==> run_1/pinout.png <==
Drawn at 10 px/µm. Pins as bars across the die edge, other pins in gray.
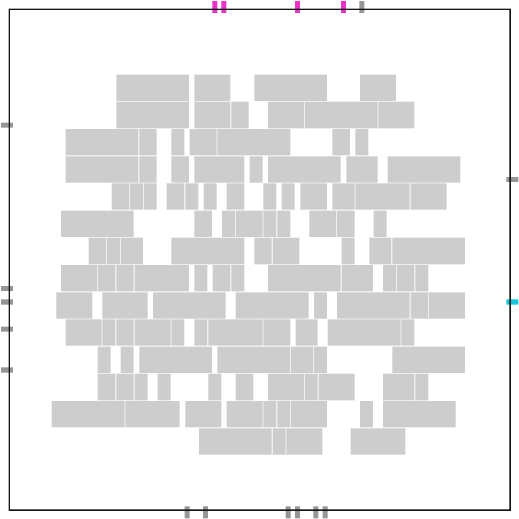
==> run_1/m3.png <==
Drawn at 6 px/µm.
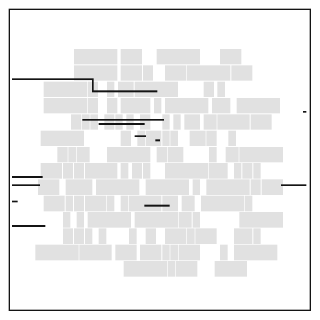
==> run_1/m2.png <==
Drawn at 10 px/µm.
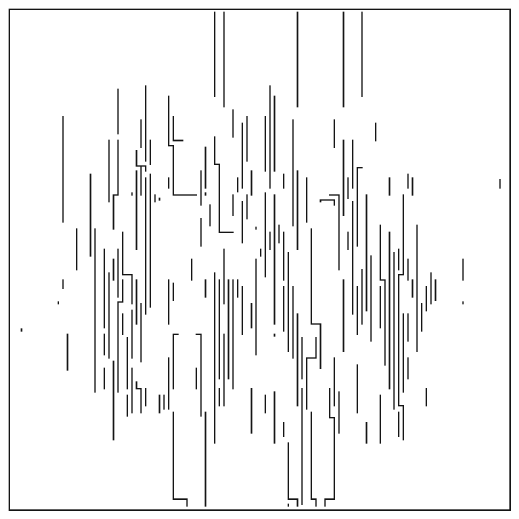
File: src/rtl/sub4_serial_if.sv
// Operand/result bundle for the bit-serial subtractor.
// The master drives start and the operands; the slave returns the result and status.
interface sub4_serial_if #(
  parameter int WIDTH = 4
);
  logic             start;
  logic [WIDTH-1:0] A;
  logic [WIDTH-1:0] B;
  logic [WIDTH-1:0] diff;
  logic             borrow_out;
  logic             busy;
  logic             done;

  modport master (
    output start, A, B,
    input  diff, borrow_out, busy, done
  );

  modport slave (
    input  start, A, B,
    output diff, borrow_out, busy, done
  );
endinterface

File: src/rtl/sub4_serial.sv
// Bit-serial unsigned subtractor: computes A - B LSB first, one bit per clock,
// through a single borrow flip-flop; the result and final borrow are registered.
module sub4_serial #(
  parameter int WIDTH = 4
) (
  input  logic         clk,
  input  logic         rst,
  sub4_serial_if.slave bus
);
  localparam int            CW       = (WIDTH > 1) ? $clog2(WIDTH) : 1;
  localparam logic [CW-1:0] LAST_CNT = CW'(WIDTH - 1);

  typedef enum logic [1:0] {
    IDLE  = 2'd0,
    SHIFT = 2'd1,
    DONE  = 2'd2
  } state_e;

  state_e           state_q;
  logic [WIDTH-1:0] a_q;
  logic [WIDTH-1:0] b_q;
  logic [WIDTH-1:0] part_q;
  logic [WIDTH-1:0] diff_q;
  logic [CW-1:0]    cnt_q;
  logic             br_q;
  logic             borrow_q;
  logic             busy_q;
  logic             done_q;

  logic             diff_bit_d;
  logic             br_d;
  logic [WIDTH-1:0] part_d;

  // One full-subtractor step on the current operand LSBs and the stored borrow.
  always_comb begin
    diff_bit_d = 1'b0;
    br_d       = 1'b0;
    part_d     = part_q;
    diff_bit_d = a_q[0] ^ b_q[0] ^ br_q;
    br_d       = (~a_q[0] & b_q[0]) | (~(a_q[0] ^ b_q[0]) & br_q);
    part_d     = {diff_bit_d, part_q[WIDTH-1:1]};
  end

  // Control FSM with datapath registers and registered status outputs.
  always_ff @(posedge clk) begin
    if (rst) begin
      state_q  <= IDLE;
      a_q      <= '0;
      b_q      <= '0;
      part_q   <= '0;
      diff_q   <= '0;
      cnt_q    <= '0;
      br_q     <= 1'b0;
      borrow_q <= 1'b0;
      busy_q   <= 1'b0;
      done_q   <= 1'b0;
    end else begin
      case (state_q)
        // DONE accepts a new start exactly like IDLE, giving back-to-back throughput.
        IDLE, DONE: begin
          done_q <= 1'b0;
          if (bus.start) begin
            a_q     <= bus.A;
            b_q     <= bus.B;
            br_q    <= 1'b0;
            cnt_q   <= '0;
            busy_q  <= 1'b1;
            state_q <= SHIFT;
          end else begin
            busy_q  <= 1'b0;
            state_q <= IDLE;
          end
        end
        SHIFT: begin
          a_q    <= {1'b0, a_q[WIDTH-1:1]};
          b_q    <= {1'b0, b_q[WIDTH-1:1]};
          part_q <= part_d;
          br_q   <= br_d;
          cnt_q  <= cnt_q + CW'(1);
          if (cnt_q == LAST_CNT) begin
            diff_q   <= part_d;
            borrow_q <= br_d;
            busy_q   <= 1'b0;
            done_q   <= 1'b1;
            state_q  <= DONE;
          end else begin
            busy_q   <= 1'b1;
            done_q   <= 1'b0;
            state_q  <= SHIFT;
          end
        end
        default: begin
          busy_q  <= 1'b0;
          done_q  <= 1'b0;
          state_q <= IDLE;
        end
      endcase
    end
  end

  assign bus.diff       = diff_q;
  assign bus.borrow_out = borrow_q;
  assign bus.busy       = busy_q;
  assign bus.done       = done_q;
endmodule

File: src/flat_wrapper.sv
// flat-port wrapper written by rule: the top's interface ports become plain ports
module sub4_serial_flat 
#(
  parameter int WIDTH = 4
)
  (clk, rst, bus_start, bus_A, bus_B, bus_diff, bus_borrow_out, bus_busy, bus_done);
  sub4_serial_if #(.WIDTH(WIDTH)) bus_i ();
  input  logic clk;
  input  logic rst;
  input wire logic [$bits(bus_i.start)-1:0] bus_start;
  input wire logic [$bits(bus_i.A)-1:0] bus_A;
  input wire logic [$bits(bus_i.B)-1:0] bus_B;
  output wire logic [$bits(bus_i.diff)-1:0] bus_diff;
  output wire logic [$bits(bus_i.borrow_out)-1:0] bus_borrow_out;
  output wire logic [$bits(bus_i.busy)-1:0] bus_busy;
  output wire logic [$bits(bus_i.done)-1:0] bus_done;
  assign bus_i.start = bus_start;
  assign bus_i.A = bus_A;
  assign bus_i.B = bus_B;
  assign bus_diff = bus_i.diff;
  assign bus_borrow_out = bus_i.borrow_out;
  assign bus_busy = bus_i.busy;
  assign bus_done = bus_i.done;
  sub4_serial #(.WIDTH(WIDTH)) u_core (.clk(clk), .rst(rst), .bus(bus_i));
endmodule
File: config.mk
export PLATFORM = sky130hd
export DESIGN_NAME = sub4_serial_flat
export DESIGN_NICKNAME = d
export VERILOG_FILES = /design/src/rtl/sub4_serial_if.sv /design/src/rtl/sub4_serial.sv /design/src/flat_wrapper.sv
export SDC_FILE = /design/constraint.sdc
export NUM_CORES = 1
export LEC_CHECK = 0
export CAP_MARGIN = 20
export CORE_MARGIN = 4
export CORE_UTILIZATION = 52
export CTS_CLUSTER_SIZE = 28
export DETAILED_ROUTE_END_ITERATION = 8
export HOLD_SLACK_MARGIN = 0.06
export PLACE_DENSITY = 0.8
export SKIP_CTS_REPAIR_TIMING = 1
export SLEW_MARGIN = 20
export SYNTH_ARGS = -nofsm -noshare
export SYNTH_HDL_FRONTEND = slang
export SYNTH_SLANG_ARGS = --single-unit
File: constraint.sdc
create_clock -name clk -period 3.5 [get_ports clk]
set_input_delay 0.525 -clock clk [delete_from_list [all_inputs] [get_ports clk]]
set_output_delay 0.525 -clock clk [all_outputs]
set_load 0.02 [all_outputs]
==> results.py, run 1 <==
# Metrics from the implementation run
metrics = {
    "run_status": {
        "status": "complete, no violations",
    },
    "placed_design": {
        "place_hpwl_um": 1220,
        "place_area_um2": 1060,
        "gp_congestion": 0.735,
        "portBuffers": 17,
    },
    "floorplanning": {
        "io_pins": 18,
        "fp-utilization_pct": 58.0,
        "die-area_um2": 2490,
        "die_w_um": 49.9,
        "coreArea_um2": 1580,
        "fp-row-count": 14,
    },
    "clock_tree": {
        "clk_latency_ns": 0.31,
        "worst_setup_hold_path_clk_slew_ns": 0.12,
        "htreeDepth": 1,
        "cts_tree": "done",
        "root_buffer": "clkbuf_4",
        "cts_sinks": 22,
        "cts_inserted_buffers": 3,
        "clockBufferDepth": 2,
    },
    "cells_and_area": {
        "layout_top_cells": "nand2_1 (25), dfxtp_1 (22), clkdlybuf4s50_1 (17)",
        "n_fill_cell": 124,
        "layout_top_cell": "nand2_1",
        "insertedDiodeCount": 0,
        "nets": 132,
        "flop_area_um2": 440,
        "postLayoutCoreUtil_pct": 69.4,
        "area_growth_pct": 19.7,
        "instances_no_fill": 134,
    },
    "yosys": {
        "top_cells_by_count": "nand2_1 (25), dfxtp_1 (22), a21oi_1 (12)",
        "syn_avg_cell_area_um2": 8.71,
        "synth-main-ff-cell": "dfxtp_1",
        "synthesis.nets": 118,
        "ys_cells": 105,
        "async_flop_share_pct": 0,
        "yosys_warnings": 0,
        "syn_area_um2": 915,
        "synth_seq_share_pct": 48.2,
        "edf_count": 0,
        "top_area_share_pct": 48.2,
        "ys_types": 21,
        "area_leaders": "dfxtp_1 (48%), nand2_1 (10%), a311oi_2 (8.2%)",
        "ys_ff": 22,
        "ys_area_um2": 915,
        "top_cell": "nand2_1",
    },
    "final_timing": {
        "layout_min_cycle_time_ns": 1.90,
        "final.setup.tns_ns": 0,
        "fmax_mhz": 527,
        "clock_skew_ns": 0.00713,
        "rsz0062_at_grt": "no",
        "maxSlewViolCount": 0,
        "maxSlewHeadroom_pct": 42.4,
        "setup_viol": 0,
        "period_used_pct": 54.2,
    },
    "power_and_ir_drop": {
        "power_uw": 474,
        "vdd_drop_max_v": 0.000360,
        "power.density_nw_per_um2": 433,
        "power_leakage_uw": 0.000384,
    },
    "critical_path": {
        "criticalPathCategory": "reg -> out",
        "worstSetupStartpointType": "flop",
        "critPathCaptureType": "output pin",
        "critPathBufInv": 1,
        "cp_cell_sequence": "clkdlybuf4s50_1",
        "arrival_ns": 1.37,
        "crit_required_ns": 2.97,
        "slowest_stage": "clkdlybuf4s50_1",
        "crit_fanout": 6,
        "max_stage_delay_ns": 0.63,
    },
    "detailed_routing": {
        "drtPass1Iterations": 4,
        "avgViaCountPerCell": 5.61,
        "ant_nets": 0,
        "drc": 0,
        "avgRoutedWirePerCell_um": 13.0,
    },
    "global_route": {
        "grt_pass1_vias": 734,
        "overflow": 0,
        "grt_max_degree": 23,
        "track_usage_pct": 15.6,
    },
    "flow_run": {
        "cap_violations": 0,
        "warning_count": 26,
    },
    "worst_hold_path": {
        "hold_class": "reg -> reg",
    },
}
About pinout.png:
| port | color | pins | direction | edge |
|---|---|---|---|---|
| bus_diff | magenta | 4 | output | top |
| bus_busy | cyan | 1 | output | right |

About m3.png:
wire length on this layer: 71.7 µm
main direction: horizontal
share of all routed wire: 4.1%
nets with wire on the layer: 10
longest straight run: 13.3 µm

About m2.png:
wire length on this layer: 879 µm
share of all routed wire: 51%
longest straight run: 17.0 µm
main direction: vertical
WL final: 1740 µm
Via Count: 752
met2 usage: 27.8%

[run 1: logic make-up after synthesis]
logic type,Yosys count,synth area share (%)
AND/OR/NAND/NOR,50,23.9
buffers and inverters,10,5.88
AND-OR/OR-AND,21,18.5
adder cells (fa/ha/maj),2,3.56
flip-flops,22,48.2
[run 1: worst paths after layout]
path / start / slack (ns) / to / cells after the start
worst min-delay path: u_core.bus.diff[3]$_SDFFE_PP0P_ / 0.46 / u_core.bus.diff[3]$_SDFFE_PP0P_ / 2
worst max-delay path: u_core.state_q[0]$_SDFF_PP0_ / 1.60 / bus_busy / 1
worst min register to register: u_core.bus.diff[3]$_SDFFE_PP0P_ / 0.46 / u_core.bus.diff[3]$_SDFFE_PP0P_ / 2
worst max register to register: u_core.state_q[1]$_SDFF_PP0_ / 2.04 / u_core.a_q[0]$_SDFFE_PP0P_ / 3
[run 1: area by class of cell]
| class | instances | share of cell area (%) |
|---|---|---|
| timing repair buffer | 17 | 15.5 |
| tap | 16 | 1.83 |
| multi-input combinational | 73 | 38.4 |
| inverter | 2 | 0.686 |
| sequential | 22 | 40.2 |
| clock buffer | 4 | 3.31 |
[run 1: per-layer routing]
layer | vias up | GRT usage (%) | wire length [µm]
li1 | 381 | - | -
met1 | 353 | 18.1 | 769
met2 | 14 | 27.8 | 878
met3 | 4 | 3.61 | 71
met4 | 0 | 5.53 | 19
met5 | - | 0 | 0
[run 1: power breakdown]
part,switching [µW],internal [µW],total (µW)
sequential,7.77,263,270
clock,74.7,63.5,138
combinational,36.4,29.1,65.5
[run 1: metrics by stage]
stage	hold slack (ns)	setup slack, ns
floorplan	0.437	2.33
global placement	0.446	1.61
detailed placement	0.448	1.57
finish	0.459	1.60
global route	0.476	1.55
CTS	0.462	1.60
==> run 2: changes to the inputs <==
--- a/config.mk
+++ b/config.mk
@@ -7,11 +7,11 @@
 export LEC_CHECK = 0
 export CAP_MARGIN = 20
 export CORE_MARGIN = 4
-export CORE_UTILIZATION = 52
+export CORE_UTILIZATION = 44
 export CTS_CLUSTER_SIZE = 28
 export DETAILED_ROUTE_END_ITERATION = 8
 export HOLD_SLACK_MARGIN = 0.06
-export PLACE_DENSITY = 0.8
+export PLACE_DENSITY = 0.72
 export SKIP_CTS_REPAIR_TIMING = 1
 export SLEW_MARGIN = 20
 export SYNTH_ARGS = -nofsm -noshare
==> constraint.sdc (replaced) <==
create_clock -name clk -period 1.7 [get_ports clk]
set_input_delay 0.255 -clock clk [delete_from_list [all_inputs] [get_ports clk]]
set_output_delay 0.255 -clock clk [all_outputs]
set_load 0.02 [all_outputs]
==> results.py, run 2 <==
# Metrics from the implementation run
metrics = {
    "placed_design": {
        "place_area_um2": 1100,
        "place_worst_setup_slack_ns": 0.215,
        "place_hpwl_um": 1210,
        "gp_congestion": 0.714,
    },
    "cells_and_area": {
        "flop_area_um2": 440,
        "postLayoutCoreUtil_pct": 58.9,
        "layout_top_cell": "nand2_1",
        "n_fill_cell": 209,
        "instances_no_fill": 149,
    },
    "floorplanning": {
        "fp-utilization_pct": 46.6,
        "io_pins": 18,
        "fp-row-count": 16,
        "die-area_um2": 2870,
        "coreArea_um2": 1960,
    },
    "clock_tree": {
        "root_buffer": "clkbuf_4",
        "worst_setup_hold_path_clk_slew_ns": 0.13,
        "clockBufferDepth": 2,
        "cts_inserted_buffers": 3,
        "clk_latency_ns": 0.30,
        "cts_tree": "done",
    },
    "critical_path": {
        "critPathBufInv": 1,
        "criticalPathCategory": "reg -> out",
        "crit_fanout": 6,
        "critPathCaptureType": "output pin",
        "slowest_stage": "clkdlybuf4s50_1",
        "worstSetupStartpointType": "flop",
        "arrival_ns": 1.36,
        "r2r_setup_slack_ns": 0.39,
        "path_depth": 1,
        "cp_cell_sequence": "clkdlybuf4s50_1",
    },
    "yosys": {
        "async_flop_share_pct": 0,
        "ys_cells": 105,
        "ys_area_um2": 915,
        "synthesis.nets": 118,
        "top_area_share_pct": 48.2,
        "synth-main-ff-cell": "dfxtp_1",
        "top_cells_by_count": "nand2_1 (25), dfxtp_1 (22), a21oi_1 (12)",
        "syn_avg_cell_area_um2": 8.71,
        "syn_area_um2": 915,
        "edf_count": 0,
        "ys_ff": 22,
        "yosys_warnings": 0,
        "synth_seq_share_pct": 48.2,
        "ys_types": 21,
        "top_cell": "nand2_1",
    },
    "worst_hold_path": {
        "hold_depth": 2,
        "hold_class": "reg -> reg",
    },
    "final_timing": {
        "period_used_pct": 94.9,
        "rsz0062_at_grt": "no",
        "fmax_mhz": 620,
        "setup_viol": 0,
        "final.setup.tns_ns": 0,
        "maxSlewViolCount": 0,
        "layout_min_cycle_time_ns": 1.61,
        "maxSlewHeadroom_pct": 69.8,
    },
    "power_and_ir_drop": {
        "p_sw_uw": 253,
        "power_uw": 1100,
        "power.density_nw_per_um2": 950,
        "sw_frac_of_total_pct": 23.1,
        "pwr-share-clk_pct": 36.5,
        "power_leakage_uw": 0.000410,
        "power.internal_uw": 844,
        "vdd_drop_max_v": 0.000590,
        "comb_power_share_pct": 12.8,
    },
    "global_route": {
        "overflow": 0,
        "grt_max_degree": 23,
    },
    "run_status": {
        "status": "complete, no violations",
    },
    "detailed_routing": {
        "avgViaCountPerCell": 5.03,
        "wl_um": 1740,
        "drc": 0,
        "drtPass1Iterations": 4,
        "avgRoutedWirePerCell_um": 11.7,
    },
    "flow_run": {
        "cap_violations": 0,
        "warning_count": 26,
    },
}
-- run 2: metal layers --
layer / share of wire [%] / up-vias / track usage [%]
li1: - / 390 / -
met1: 42 / 342 / 16.6
met2: 50 / 16 / 25.7
met3: 6.2 / 2 / 2.49
met4: 0.98 / 0 / 8.94
met5: 0 / - / 0
-- run 2: path summary, 6_finish.rpt --
check                                                     start                              end
worst min register to register  u_core.bus.diff[2]$_SDFFE_PP0P_  u_core.bus.diff[2]$_SDFFE_PP0P_
worst max register to register     u_core.state_q[0]$_SDFF_PP0_       u_core.b_q[0]$_SDFFE_PP0P_
worst min-delay path            u_core.bus.diff[2]$_SDFFE_PP0P_  u_core.bus.diff[2]$_SDFFE_PP0P_
worst max-delay path               u_core.state_q[0]$_SDFF_PP0_                         bus_busy
-- run 2: final cells by class --
cell class,instances,share of cell area [%]
Inverter,2,0.650
Clock inverter,1,2.60
Sequential cell,22,38.1
Multi-Input combinational cell,73,36.4
Timing Repair Buffer,21,17.3
Tap cell,27,2.93
Clock buffer,3,1.95
-- run 2: power by group through the flow --
stage	logic, µW	clock network (µW)	registers (µW)
finish	141	401	556
global route	156	428	560
CTS	142	407	556
detailed placement	141	0	567
global placement	135	0	567
floorplan	97.1	0	567
-- run 2: cell families (layout without fill, tap and decap cells) --
logic type	count (synthesis)	count (layout)	share of synthesized area, %
AND-OR/OR-AND	21	21	18.5
buffers and inverters	10	27	5.88
flip-flops	22	22	48.2
adder cells (fa/ha/maj)	2	2	3.56
AND/OR/NAND/NOR	50	50	23.9
==> run_2/pinout.png <==
Drawn at 10 px/µm. Pins as bars across the die edge, other pins in gray.
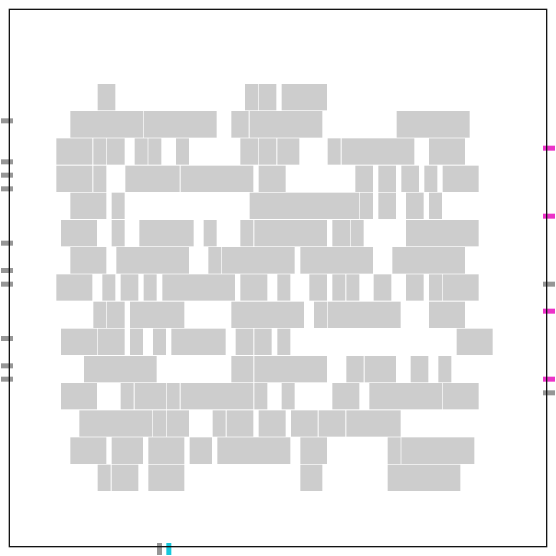
| port | color | pins | direction | edge |
|---|---|---|---|---|
| bus_busy | cyan | 1 | output | bottom |
| bus_diff | magenta | 4 | output | right |
Die W: 53.6 µm
Die Height: 53.6 µm
I/O Buffers: 17

==> run_2/m1.png <==
Drawn at 6 px/µm.
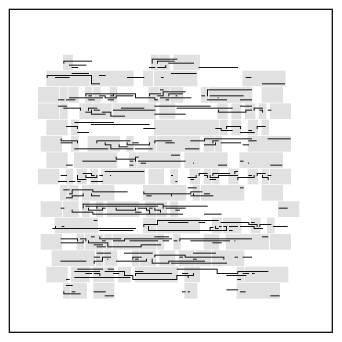
wire length on this layer: 739 µm
nets with wire on the layer: 114
longest straight run: 14.9 µm
share of all routed wire: 43%
Via Count: 750
M1 GR Usage: 16.6%

==> run 3: changes to the inputs <==
--- a/config.mk
+++ b/config.mk
@@ -5,13 +5,14 @@
 export SDC_FILE = /design/constraint.sdc
 export NUM_CORES = 1
 export LEC_CHECK = 0
+export ABC_CLOCK_PERIOD_IN_PS = 1500
 export CAP_MARGIN = 20
 export CORE_MARGIN = 4
-export CORE_UTILIZATION = 44
+export CORE_UTILIZATION = 49
 export CTS_CLUSTER_SIZE = 28
 export DETAILED_ROUTE_END_ITERATION = 8
 export HOLD_SLACK_MARGIN = 0.06
-export PLACE_DENSITY = 0.72
+export PLACE_DENSITY = 0.76
 export SKIP_CTS_REPAIR_TIMING = 1
 export SLEW_MARGIN = 20
 export SYNTH_ARGS = -nofsm -noshare
==> constraint.sdc (replaced) <==
create_clock -name clk -period 1.5 [get_ports clk]
set_input_delay 0.225 -clock clk [delete_from_list [all_inputs] [get_ports clk]]
set_output_delay 0.225 -clock clk [all_outputs]
set_load 0.02 [all_outputs]
==> results.py, run 3 <==
# Metrics from the implementation run
metrics = {
    "clock_tree": {
        "cts_sinks": 22,
        "root_buffer": "clkbuf_4",
        "htreeDepth": 1,
        "clockBufferDepth": 2,
        "worst_setup_hold_path_clk_slew_ns": 0.11,
    },
    "final_timing": {
        "fmax_mhz": 699,
        "maxSlewViolCount": 0,
        "clock_skew_ns": 0.00496,
        "fin_ws_ns": 0.0689,
    },
    "run_status": {
        "status": "complete, no violations",
    },
    "floorplanning": {
        "die.size.y_um": 51.2,
        "io_pins": 18,
        "coreArea_um2": 1750,
        "fp-utilization_pct": 52.4,
    },
    "detailed_routing": {
        "wl_met1_um": 695,
        "route.met2.wl_um": 757,
        "highest_layer": "met4",
    },
    "power_and_ir_drop": {
        "power.internal_uw": 786,
        "power_leakage_uw": 0.000513,
        "sw_frac_of_total_pct": 24.9,
        "p_sw_uw": 260,
        "p_comb_uw": 164,
        "vdd_drop_max_v": 0.000611,
        "seqPwrFrac_pct": 60.3,
    },
    "yosys": {
        "yosys_warnings": 0,
        "ys_cells": 105,
        "top_cells_by_count": "nand2_1 (25), dfxtp_1 (22), a21oi_1 (12)",
    },
    "cells_and_area": {
        "area_growth_pct": 26.5,
    },
    "worst_hold_path": {
        "hold_class": "reg -> reg",
    },
    "global_route": {
        "grt_pass1_vias": 676,
        "grt_max_degree": 23,
        "overflow": 0,
    },
    "critical_path": {
        "worstReg2RegEnd": "u_core.b_q[2]$_SDFFE_PP0P_",
        "critPathCaptureType": "output pin",
        "max_stage_delay_ns": 0.59,
    },
}
[run 3: cell counts after synthesis]
No cell type changed its count.
[run 3: kinds of logic after synthesis]
kind of cell | count (synthesis) | synth area share, %
adder cells (fa/ha/maj) | 2 | 3.56
buffers and inverters | 10 | 5.88
flip-flops | 22 | 48.2
AND/OR/NAND/NOR | 50 | 23.9
AND-OR/OR-AND | 21 | 18.5
[run 3: worst max path at each step]
stage	start	end	slack, ns	cells after the start
2_1_floorplan	u_core.state_q[0]$_SDFF_PP0_	u_core.bus.borrow_out$_SDFFE_PP0P_	0.33	4
3_3_place_gp	bus_start	u_core.a_q[1]$_SDFFE_PP0P_	0.11	4
3_5_place_dp	bus_start	u_core.a_q[1]$_SDFFE_PP0P_	0.05	4
4_1_cts	u_core.state_q[0]$_SDFF_PP0_	bus_busy	-0.08	1
5_1_grt	u_core.bus.done$_SDFF_PP0_	bus_done	0.02	1
6_report	u_core.bus.done$_SDFF_PP0_	bus_done	0.07	1
[run 3: final cells by class]
cell class,instances,share of cell area [%]
clock buffers,3,1.95
inverters,2,0.649
multi-input cells,73,36.3
flip-flops and latches,22,38.1
well taps,25,2.70
repair buffers,22,20.3
[run 3: stage by stage]
| step | setup TNS (ns) | cell area, µm² | hold slack (ns) | utilization, % |
|---|---|---|---|---|
| CTS | -0.0832 | 1140 | 0.463 | 65.4 |
| global placement | 0 | 1120 | 0.442 | 64.2 |
| detailed placement | 0 | 1120 | 0.446 | 64.2 |
| finish | 0 | 1160 | 0.456 | 66.3 |
| global route | 0 | 1160 | 0.471 | 66.3 |
| floorplan | 0 | 915 | 0.297 | - |
[run 3: metal layers]
metal,vias up,global-route usage (%)
met5,-,0
met4,0,4.04
met3,4,2.62
met2,20,25.8
met1,329,15.3
li1,391,-
==> run_3/m2.png <==
Drawn at 10 px/µm.
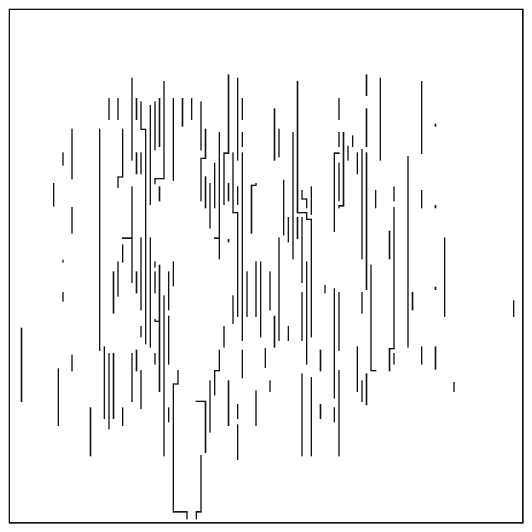
share of all routed wire: 48%
wire length on this layer: 758 µm
nets with wire on the layer: 106
Via Count: 744
met2 usage: 25.8%

==> run_3/pinout.png <==
Drawn at 10 px/µm. Pins as bars across the die edge, other pins in gray.
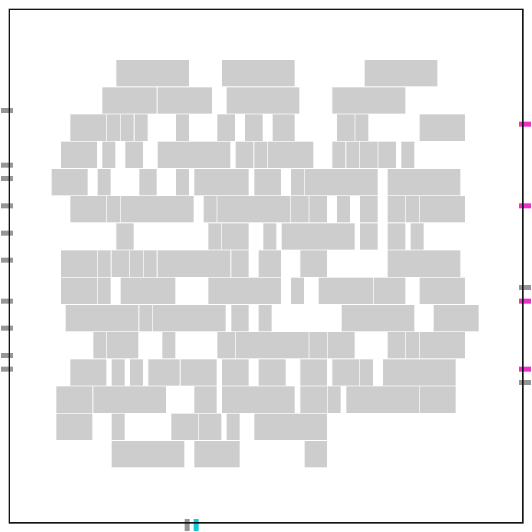
| port | color | pins | direction | edge |
|---|---|---|---|---|
| bus_diff | magenta | 4 | output | right |
| bus_busy | cyan | 1 | output | bottom |
all pins by edge: 10 left, 6 right, 2 bottom

Power figures rest on the tool's default switching activity, not on a simulated workload.
